Run 1, I/O nets highlighted:
Drawn at 3 px/um.
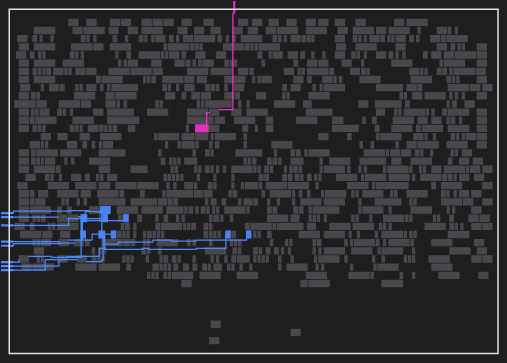
Run 1, gate families picked out:
Drawn at 2 px/um.
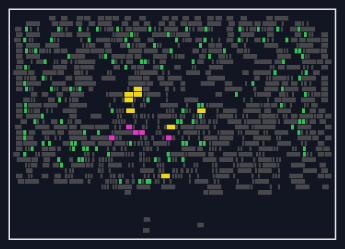
Run 1, clock routing:
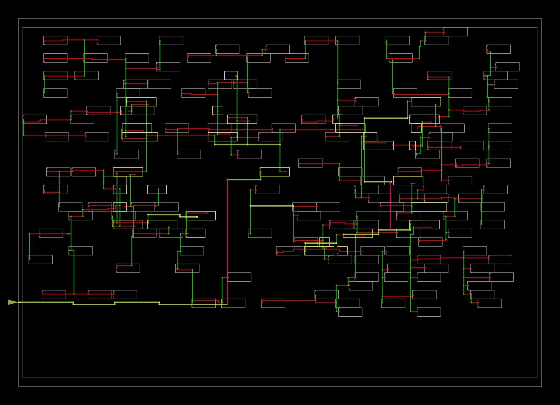
--- config.mk ---
export PLATFORM = sky130hd
export DESIGN_NAME = ga_pe_sequencer_flat
export DESIGN_NICKNAME = d
export VERILOG_FILES = /design/src/rtl/ga_pe_sequencer_if.sv /design/src/rtl/ga_pe_sequencer.sv /design/src/flat_wrapper.sv
export SDC_FILE = /design/constraint.sdc
export NUM_CORES = 1
export LEC_CHECK = 0
export ABC_AREA = 1
export CAP_MARGIN = 20
export CELL_PAD_IN_SITES_DETAIL_PLACEMENT = 0
export CELL_PAD_IN_SITES_GLOBAL_PLACEMENT = 1
export CORE_ASPECT_RATIO = 0.7
export CORE_UTILIZATION = 31
export CTS_CLUSTER_SIZE = 25
export DETAILED_ROUTE_END_ITERATION = 10
export PLACE_DENSITY = 0.85
export SYNTH_ARGS = -nofsm -noshare
export SYNTH_HDL_FRONTEND = slang
export SYNTH_SLANG_ARGS = --single-unit
--- constraint.sdc ---
create_clock -name clk -period 5 [get_ports clk]
set_clock_uncertainty 0.1 [all_clocks]
set_input_delay 1 -clock clk [delete_from_list [all_inputs] [get_ports clk]]
set_output_delay 1 -clock clk [all_outputs]
set_load 0.02 [all_outputs]
--- src/rtl/ga_pe_sequencer_if.sv ---
//------------------------------------------------------------------------------
// ga_pe_sequencer_if : bus bundle between the sequencer, the buffer and the PE
// Revision: 1.0
//------------------------------------------------------------------------------
`default_nettype none

interface ga_pe_sequencer_if #(
  parameter int IDX_W = 8
);
  logic             start;
  logic [IDX_W-1:0] num_children;
  logic             cfg_we;
  logic [7:0]       cfg_co_prob;
  logic [7:0]       cfg_perturb_prob;
  logic             cfg_bias;
  logic             par_valid;
  logic             par_ready;
  logic [31:0]      par_gene0;
  logic [31:0]      par_gene1;
  logic [31:0]      pe_parent_gene0;
  logic [31:0]      pe_parent_gene1;
  logic [7:0]       pe_co_prob;
  logic [7:0]       pe_perturb_prob;
  logic             pe_bias;
  logic [31:0]      pe_child_gene;
  logic             child_valid;
  logic [31:0]      child_gene;
  logic [IDX_W-1:0] child_idx;
  logic             busy;
  logic             done;

  modport master (
    input  start, num_children, cfg_we, cfg_co_prob, cfg_perturb_prob, cfg_bias,
    input  par_valid, par_gene0, par_gene1, pe_child_gene,
    output par_ready, pe_parent_gene0, pe_parent_gene1, pe_co_prob, pe_perturb_prob,
    output pe_bias, child_valid, child_gene, child_idx, busy, done
  );

  modport slave (
    output start, num_children, cfg_we, cfg_co_prob, cfg_perturb_prob, cfg_bias,
    output par_valid, par_gene0, par_gene1, pe_child_gene,
    input  par_ready, pe_parent_gene0, pe_parent_gene1, pe_co_prob, pe_perturb_prob,
    input  pe_bias, child_valid, child_gene, child_idx, busy, done
  );
endinterface

`default_nettype wire

--- src/rtl/ga_pe_sequencer.sv ---
//------------------------------------------------------------------------------
// ga_pe_sequencer : issues parent pairs into a fixed-latency PE, tags children
// Revision: 1.0
//------------------------------------------------------------------------------
`default_nettype none

module ga_pe_sequencer #(
  parameter int PE_LAT = 3,
  parameter int IDX_W  = 8
) (
  input  wire logic          clk,
  input  wire logic          rst,
  ga_pe_sequencer_if.master  bus
);

  localparam logic [IDX_W-1:0] c_IDX_ONE  = {{(IDX_W-1){1'b0}}, 1'b1};
  localparam logic [IDX_W-1:0] c_IDX_ZERO = '0;

  typedef enum logic [1:0] {
    ST_IDLE  = 2'd0,
    ST_RUN   = 2'd1,
    ST_DRAIN = 2'd2,
    ST_DONE  = 2'd3
  } state_t;

  state_t           r_state;
  state_t           w_state_nxt;

  logic [IDX_W-1:0] r_num;
  logic [IDX_W-1:0] r_issued;
  logic [IDX_W-1:0] r_received;

  logic [PE_LAT:0]  r_tok_vld;
  logic [IDX_W-1:0] r_tok_idx [PE_LAT+1];

  logic [31:0]      r_par0;
  logic [31:0]      r_par1;
  logic [7:0]       r_co;
  logic [7:0]       r_pert;
  logic             r_bias;

  logic             w_par_ready;
  logic             w_xfer;
  logic             w_start_ok;
  logic             w_last_issue;
  logic             w_pipe_empty;
  logic             w_child_valid;
  logic             w_all_received;
  logic             w_busy;
  logic             w_done;

  assign w_par_ready   = (r_state == ST_RUN);
  assign w_xfer        = bus.par_valid & w_par_ready;
  assign w_start_ok    = (r_state == ST_IDLE) & bus.start;
  assign w_last_issue  = (r_issued == (r_num - c_IDX_ONE));
  assign w_child_valid = r_tok_vld[PE_LAT];
  // Tokens still upstream of the output slot; the leaving token counts as received.
  assign w_pipe_empty  = ~|r_tok_vld[PE_LAT-1:0];
  assign w_all_received = w_child_valid ? ((r_received + c_IDX_ONE) == r_num)
                                        : (r_received == r_num);

  always_comb begin
    w_state_nxt = r_state;
    w_busy      = 1'b1;
    w_done      = 1'b0;
    case (r_state)
      ST_IDLE: begin
        w_busy = 1'b0;
        if (bus.start) begin
          w_state_nxt = (bus.num_children == c_IDX_ZERO) ? ST_DONE : ST_RUN;
        end
      end
      ST_RUN: begin
        if (w_xfer && w_last_issue) begin
          w_state_nxt = ST_DRAIN;
        end
      end
      ST_DRAIN: begin
        if (w_pipe_empty && w_all_received) begin
          w_state_nxt = ST_DONE;
        end
      end
      ST_DONE: begin
        w_done      = 1'b1;
        w_state_nxt = ST_IDLE;
      end
      default: w_state_nxt = ST_IDLE;
    endcase
  end

  always_ff @(posedge clk) begin
    if (rst) begin
      r_state <= ST_IDLE;
    end else begin
      r_state <= w_state_nxt;
    end
  end

  always_ff @(posedge clk) begin
    if (rst) begin
      r_num      <= '0;
      r_issued   <= '0;
      r_received <= '0;
    end else if (w_start_ok) begin
      r_num      <= bus.num_children;
      r_issued   <= '0;
      r_received <= '0;
    end else begin
      if (w_xfer) begin
        r_issued <= r_issued + c_IDX_ONE;
      end
      if (w_child_valid) begin
        r_received <= r_received + c_IDX_ONE;
      end
    end
  end

  // Token line mirrors the PE pipeline; idle cycles push empty tokens.
  always_ff @(posedge clk) begin
    if (rst) begin
      r_tok_vld <= '0;
      for (int i = 0; i <= PE_LAT; i++) begin
        r_tok_idx[i] <= '0;
      end
    end else begin
      r_tok_vld    <= {r_tok_vld[PE_LAT-1:0], w_xfer};
      r_tok_idx[0] <= w_xfer ? r_issued : c_IDX_ZERO;
      for (int i = 1; i <= PE_LAT; i++) begin
        r_tok_idx[i] <= r_tok_idx[i-1];
      end
    end
  end

  always_ff @(posedge clk) begin
    if (rst) begin
      r_par0 <= '0;
      r_par1 <= '0;
    end else if (w_xfer) begin
      r_par0 <= bus.par_gene0;
      r_par1 <= bus.par_gene1;
    end
  end

  always_ff @(posedge clk) begin
    if (rst) begin
      r_co   <= 8'h80;
      r_pert <= 8'h10;
      r_bias <= 1'b0;
    end else if (bus.cfg_we && (r_state == ST_IDLE)) begin
      r_co   <= bus.cfg_co_prob;
      r_pert <= bus.cfg_perturb_prob;
      r_bias <= bus.cfg_bias;
    end
  end

  assign bus.par_ready       = w_par_ready;
  assign bus.pe_parent_gene0 = r_par0;
  assign bus.pe_parent_gene1 = r_par1;
  assign bus.pe_co_prob      = r_co;
  assign bus.pe_perturb_prob = r_pert;
  assign bus.pe_bias         = r_bias;
  assign bus.child_valid     = w_child_valid;
  assign bus.child_gene      = bus.pe_child_gene;
  assign bus.child_idx       = r_tok_idx[PE_LAT];
  assign bus.busy            = w_busy;
  assign bus.done            = w_done;

endmodule

`default_nettype wire

--- src/flat_wrapper.sv ---
// flat-port wrapper written by rule: the top's interface ports become plain ports
module ga_pe_sequencer_flat 
#(
  parameter int PE_LAT = 3,
  parameter int IDX_W  = 8
)
  (clk, rst, bus_start, bus_num_children, bus_cfg_we, bus_cfg_co_prob, bus_cfg_perturb_prob, bus_cfg_bias, bus_par_valid, bus_par_gene0, bus_par_gene1, bus_pe_child_gene, bus_par_ready, bus_pe_parent_gene0, bus_pe_parent_gene1, bus_pe_co_prob, bus_pe_perturb_prob, bus_pe_bias, bus_child_valid, bus_child_gene, bus_child_idx, bus_busy, bus_done);
  ga_pe_sequencer_if #(.IDX_W(IDX_W)) bus_i ();
  input  wire logic clk;
  input  wire logic rst;
  input wire logic [$bits(bus_i.start)-1:0] bus_start;
  input wire logic [$bits(bus_i.num_children)-1:0] bus_num_children;
  input wire logic [$bits(bus_i.cfg_we)-1:0] bus_cfg_we;
  input wire logic [$bits(bus_i.cfg_co_prob)-1:0] bus_cfg_co_prob;
  input wire logic [$bits(bus_i.cfg_perturb_prob)-1:0] bus_cfg_perturb_prob;
  input wire logic [$bits(bus_i.cfg_bias)-1:0] bus_cfg_bias;
  input wire logic [$bits(bus_i.par_valid)-1:0] bus_par_valid;
  input wire logic [$bits(bus_i.par_gene0)-1:0] bus_par_gene0;
  input wire logic [$bits(bus_i.par_gene1)-1:0] bus_par_gene1;
  input wire logic [$bits(bus_i.pe_child_gene)-1:0] bus_pe_child_gene;
  output wire logic [$bits(bus_i.par_ready)-1:0] bus_par_ready;
  output wire logic [$bits(bus_i.pe_parent_gene0)-1:0] bus_pe_parent_gene0;
  output wire logic [$bits(bus_i.pe_parent_gene1)-1:0] bus_pe_parent_gene1;
  output wire logic [$bits(bus_i.pe_co_prob)-1:0] bus_pe_co_prob;
  output wire logic [$bits(bus_i.pe_perturb_prob)-1:0] bus_pe_perturb_prob;
  output wire logic [$bits(bus_i.pe_bias)-1:0] bus_pe_bias;
  output wire logic [$bits(bus_i.child_valid)-1:0] bus_child_valid;
  output wire logic [$bits(bus_i.child_gene)-1:0] bus_child_gene;
  output wire logic [$bits(bus_i.child_idx)-1:0] bus_child_idx;
  output wire logic [$bits(bus_i.busy)-1:0] bus_busy;
  output wire logic [$bits(bus_i.done)-1:0] bus_done;
  assign bus_i.start = bus_start;
  assign bus_i.num_children = bus_num_children;
  assign bus_i.cfg_we = bus_cfg_we;
  assign bus_i.cfg_co_prob = bus_cfg_co_prob;
  assign bus_i.cfg_perturb_prob = bus_cfg_perturb_prob;
  assign bus_i.cfg_bias = bus_cfg_bias;
  assign bus_i.par_valid = bus_par_valid;
  assign bus_i.par_gene0 = bus_par_gene0;
  assign bus_i.par_gene1 = bus_par_gene1;
  assign bus_i.pe_child_gene = bus_pe_child_gene;
  assign bus_par_ready = bus_i.par_ready;
  assign bus_pe_parent_gene0 = bus_i.pe_parent_gene0;
  assign bus_pe_parent_gene1 = bus_i.pe_parent_gene1;
  assign bus_pe_co_prob = bus_i.pe_co_prob;
  assign bus_pe_perturb_prob = bus_i.pe_perturb_prob;
  assign bus_pe_bias = bus_i.pe_bias;
  assign bus_child_valid = bus_i.child_valid;
  assign bus_child_gene = bus_i.child_gene;
  assign bus_child_idx = bus_i.child_idx;
  assign bus_busy = bus_i.busy;
  assign bus_done = bus_i.done;
  ga_pe_sequencer #(.PE_LAT(PE_LAT), .IDX_W(IDX_W)) u_core (.clk(clk), .rst(rst), .bus(bus_i));
endmodule
==> flow_metrics.tcl, run 1 <==
# metrics dict for downstream scripts
set metrics [dict create \
    synthXorXnorAreaFrac_pct 0.784 \
    maxClockFrequency_mhz 335 \
    worst_slack_ns 2.01 \
    syn_to_final_growth_pct 43.8 \
    fa_ha_area_share_pct 1.79 \
    busiest_layer "met2" \
    top_layer_used "met4" \
    gp_congestion 0.787 \
    power.internal_uw 2630 \
    setup_tns_ns 0 \
    num-multi-input-gates 476 \
    cts_buffer_depth 2 \
    cts_resized 0 \
    wl_met3_um 1390 \
    ys_sh_mux_pct 0 \
    status "complete, no violations" \
    cts-htree-levels 4 \
    cp-start-kind "flop" \
    post_dp_cell_area_um2 7410 \
    die_w_um 162 \
    synth-async-reset-ratio_pct 0 \
    warnings 30 \
    ff_type "dfxtp_1" \
    synth-seq-cells 143 \
    biggestCellCategory "sequential cells" \
    holdPathEnd "u_core.r_tok_idx[1][6]$_SDFF_PP0_" \
    simple_gate_share_pct 24.8 \
    seq_power_share_pct 36.1 \
    post-route-cell-area_um2 8030 \
    slew_violations 0 \
    hp-start "u_core.r_tok_idx[0][6]$_SDFF_PP0_" \
    viasPerCell 4.33 \
    cp.depth 4 \
    path_cells "inv_1 > ha_1 > inv_1 > clkdlybuf4s50_1" \
    combinationalPowerShare_pct 30.7 \
    tap_cells 231 \
    fp.dieH_um 114 \
    met1_length_um 7030 \
    synthAoiAreaFrac_pct 10.2 \
    crit_path_top_delay_cell "clkdlybuf4s50_1" \
    cts_tree "built" \
    final-clk-cell-share_pct 7.73 \
    critPathRequiredTime_ns 3.90 \
    grtUsageTotal_pct 15.4 \
    yosys-top-cells-count "nor2_1 (226), dfxtp_1 (143), o21ai_0 (93), nand2_1 (79), inv_1 (68)" \
    most-common-layout-cells "nor2_1 (226), clkdlybuf4s50_1 (186), dfxtp_1 (143)" \
    reg2reg_depth 6 \
    holdWs_ns 0.296 \
    ys_warn_count 0 \
    p_leak_uw 0.00312 \
    hold_viol 0 \
    overflow 0 \
    num_vias 4950 \
    cts_hold_buf 0 \
    fp_util_pct 32.1 \
    grt_pass1_vias 4427 \
    final_core_util_pct 46.2 \
    ff2ff_setup_slack_ns 2.73 \
    powerSeq_uw 1430 \
    met1_usage_pct 21.1 \
    cp-end-kind "output port" \
    worstMarginPinSlew_ns 0.879 \
    critPathMaxFanout 4 \
    hp-class "reg -> reg" \
    ys_cells 751 \
    avgSynthCellArea_um2 7.43 \
    route.met2.wl_um 5980 \
    nonClockInverterCount 70 \
    crit_family "buffers and inverters" \
    seq_share_pct 35.7 \
    cts_inserted_buffers 17 \
    slowest_delay_ns 0.61 \
    place_hpwl_um 10200 \
    setup_viol 0 \
    comb_area_um2 2100 \
    nFillCells 1751 \
    drive_above_1_share_pct 4.83 \
    ant_nets 0 \
    holdPathStages 2 \
    p_switching_uw 1340 \
    top_cell "nor2_1" \
    n_all_buffers 190 \
    core_area_um2 17400 \
    drcViolationCount 0 \
    synth_top_area_share_pct 51.3 \
    power_density_nw_per_um2 494 \
    critPathKind "reg -> out" \
    post_cts_buffers 0 \
    netlist_area_um2 5580 \
    totalPowerFinal_uw 3970 \
    power_leader "sequential cells" \
    ys_types 23 \
    grt_pass1_wl_um 22400 \
    cts-root-buf "clkbuf_16" \
    p_comb_uw 1220 \
    p_clk_share_pct 33.2 \
    switching_share_pct 33.8 \
    diodes 0 \
    detail_route.first_pass.iterations 6 \
    rsz0062_at_grt "false" \
]
Notes on 'I/O nets highlighted' above:
port	colour	bits	direction	end cells	buffers	wire
bus_num_children	blue	8	input	10	8	382 um
bus_done	magenta	1	output	1	1	43.7 um
IO Pins: 251
buffers added on ports: 186

Notes on 'gate families picked out' above:
family	colour	cells
adder and majority cells	yellow	8
inverting AOI/OAI gates	green	113
XOR/XNOR gates	magenta	5
most used logic cell in the final layout: nor2_1
Final Non-Filler Cells: 1142
logic share of the area: 26.2%

Notes on 'clock routing' above:
Clock Power: 1320 uW
CTS sink cnt: 143
flip-flops: 143
Clock Buffer Count: 17
Worst-Skew Late Latency: 0.41 ns

Run 1, metal layers overlaid:
Drawn at 2 px/um.
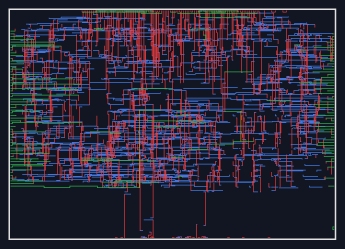

==> run 2, diff against run 1 <==
Settings changed: CORE_UTILIZATION 31 to 29, PLACE_DENSITY 0.85 to 0.81.
Clock period 5 ns to 2.75 ns, I/O delays scaled along.
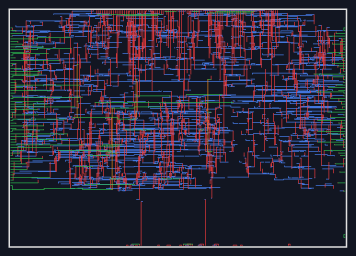
Run 2: metal layers overlaid
Drawn at 2 px/um.
layer	colour	wire length
metal 1	blue	7180 um
metal 3	green	1380 um
metal 4	orange	123 um
metal 2	red	5680 um
total track usage: 14.9%
routed vias: 4978
WL per Instance: 12.3 um
drt total wl: 14400 um

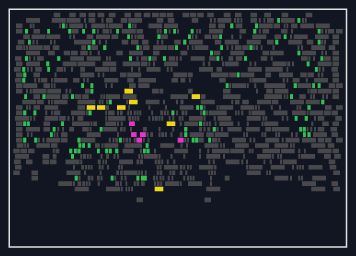
Run 2: gate families picked out
Drawn at 2 px/um.
family	colour	cells
XOR/XNOR gates	magenta	5
adder and majority cells	yellow	8
inverting AOI/OAI gates	green	113

==> run 2 against run 1 <==
Compared with the run above:
- worst hold slack got worse by 0.0019 ns
- largest cell class unchanged
- critical path type unchanged
- largest power group unchanged
- clock-buffer cell count stayed put
- wire length fell by 0.60%
- first-iteration DRC count rose by 6.9%
- critical path depth unchanged
- sequential power is 82% higher
- clock power rose by 78%
- flip-flop count stayed put
==> flow_metrics.tcl, run 2 <==
# metrics dict for downstream scripts
set metrics [dict create \
    status "complete, no violations" \
    top_layer_used "met4" \
    drive_above_1_share_pct 5.97 \
    maxClockFrequency_mhz 392 \
    grt.met3_usage_pct 6.22 \
    p_leak_uw 0.00318 \
    seq_power_share_pct 36.1 \
    nFlopsAndLatches 143 \
    nClkBuffers 17 \
    setup_tns_ns 0 \
    critPathRequiredTime_ns 2.10 \
    nFillCells 1920 \
    slew_violations 0 \
    grt_pass1_vias 4691 \
    fp.dieH_um 118 \
    power.internal_uw 4730 \
    post_dp_cell_area_um2 7530 \
    cp.depth 4 \
    path_cells "inv_1 > ha_1 > inv_1 > clkdlybuf4s50_1" \
    core_area_um2 18900 \
    fin_nets 1043 \
    comb-cell-share_pct 25.8 \
    cts_tree "built" \
    synthAoiAreaFrac_pct 10.2 \
    n_all_buffers 201 \
    combinationalPowerShare_pct 31.3 \
    ff_type "dfxtp_1" \
    ys_types 23 \
    rsz0062_at_grt "false" \
    p_clk_share_pct 32.6 \
    cts_num_sinks 143 \
    overflow 0 \
    reg2reg_depth 7 \
    slowest_delay_ns 0.62 \
    syn_to_final_growth_pct 45.8 \
    synthXorXnorAreaFrac_pct 0.784 \
    tap_cells 242 \
    warnings 30 \
    busiest_layer "met2" \
    ys_cells 751 \
    post-route-cell-area_um2 8140 \
    crit_family "buffers and inverters" \
    holdPathStages 2 \
    route.met2.wl_um 5680 \
    cts_resized 0 \
    holdPathEnd "u_core.r_tok_idx[1][3]$_SDFF_PP0_" \
    worst_slack_ns 0.201 \
    gp_congestion 0.797 \
    wl_met3_um 1380 \
    synth_top_area_share_pct 51.3 \
    comb_area_um2 2100 \
    top_cell "nor2_1" \
    crit_path_top_delay_cell "clkdlybuf4s50_1" \
    cp-start-kind "flop" \
    most-common-layout-cells "nor2_1 (226), clkdlybuf4s50_1 (186), dfxtp_1 (143)" \
    yosys-top-cells-count "nor2_1 (226), dfxtp_1 (143), o21ai_0 (93), nand2_1 (79), inv_1 (68)" \
    ys_sh_mux_pct 0 \
    holdWs_ns 0.295 \
    synth-async-reset-ratio_pct 0 \
    grt_pass1_wl_um 23300 \
    fin_cells 1164 \
    simple_gate_share_pct 24.8 \
    ant_nets 0 \
    avgSynthCellArea_um2 7.43 \
    final_common_cell "nor2_1" \
    num-multi-input-gates 476 \
    detail_route.first_pass.iterations 4 \
    power_leader "sequential cells" \
    drcViolationCount 0 \
    cts-root-buf "clkbuf_16" \
    nonClockInverterCount 70 \
    cts_hold_buf 0 \
    ios 251 \
    p_switching_uw 2480 \
    critPathKind "reg -> out" \
    fp_util_pct 29.6 \
    netlist_area_um2 5580 \
    viasPerCell 4.28 \
    final-clk-cell-share_pct 7.52 \
    die_w_um 168 \
    hp-class "reg -> reg" \
    biggestCellCategory "sequential cells" \
    switching_share_pct 34.4 \
    fa_ha_area_share_pct 1.79 \
    cp-end-kind "output port" \
    synth-seq-cells 143 \
    hold_viol 0 \
    cts_inserted_buffers 17 \
    pg_clk_uw 2350 \
    antenna_found_initial 0 \
    worstMarginPinSlew_ns 0.498 \
    place_hpwl_um 10700 \
    ys_warn_count 0 \
    powerSeq_uw 2600 \
    final_core_util_pct 43.1 \
    portBuffers 186 \
    hp-start "u_core.r_tok_idx[0][3]$_SDFF_PP0_" \
    critPathMaxFanout 4 \
    setup_viol 0 \
    cts-htree-levels 4 \
    met1_length_um 7180 \
]
No activity file was given, so power comes from the tool's default toggle rates.
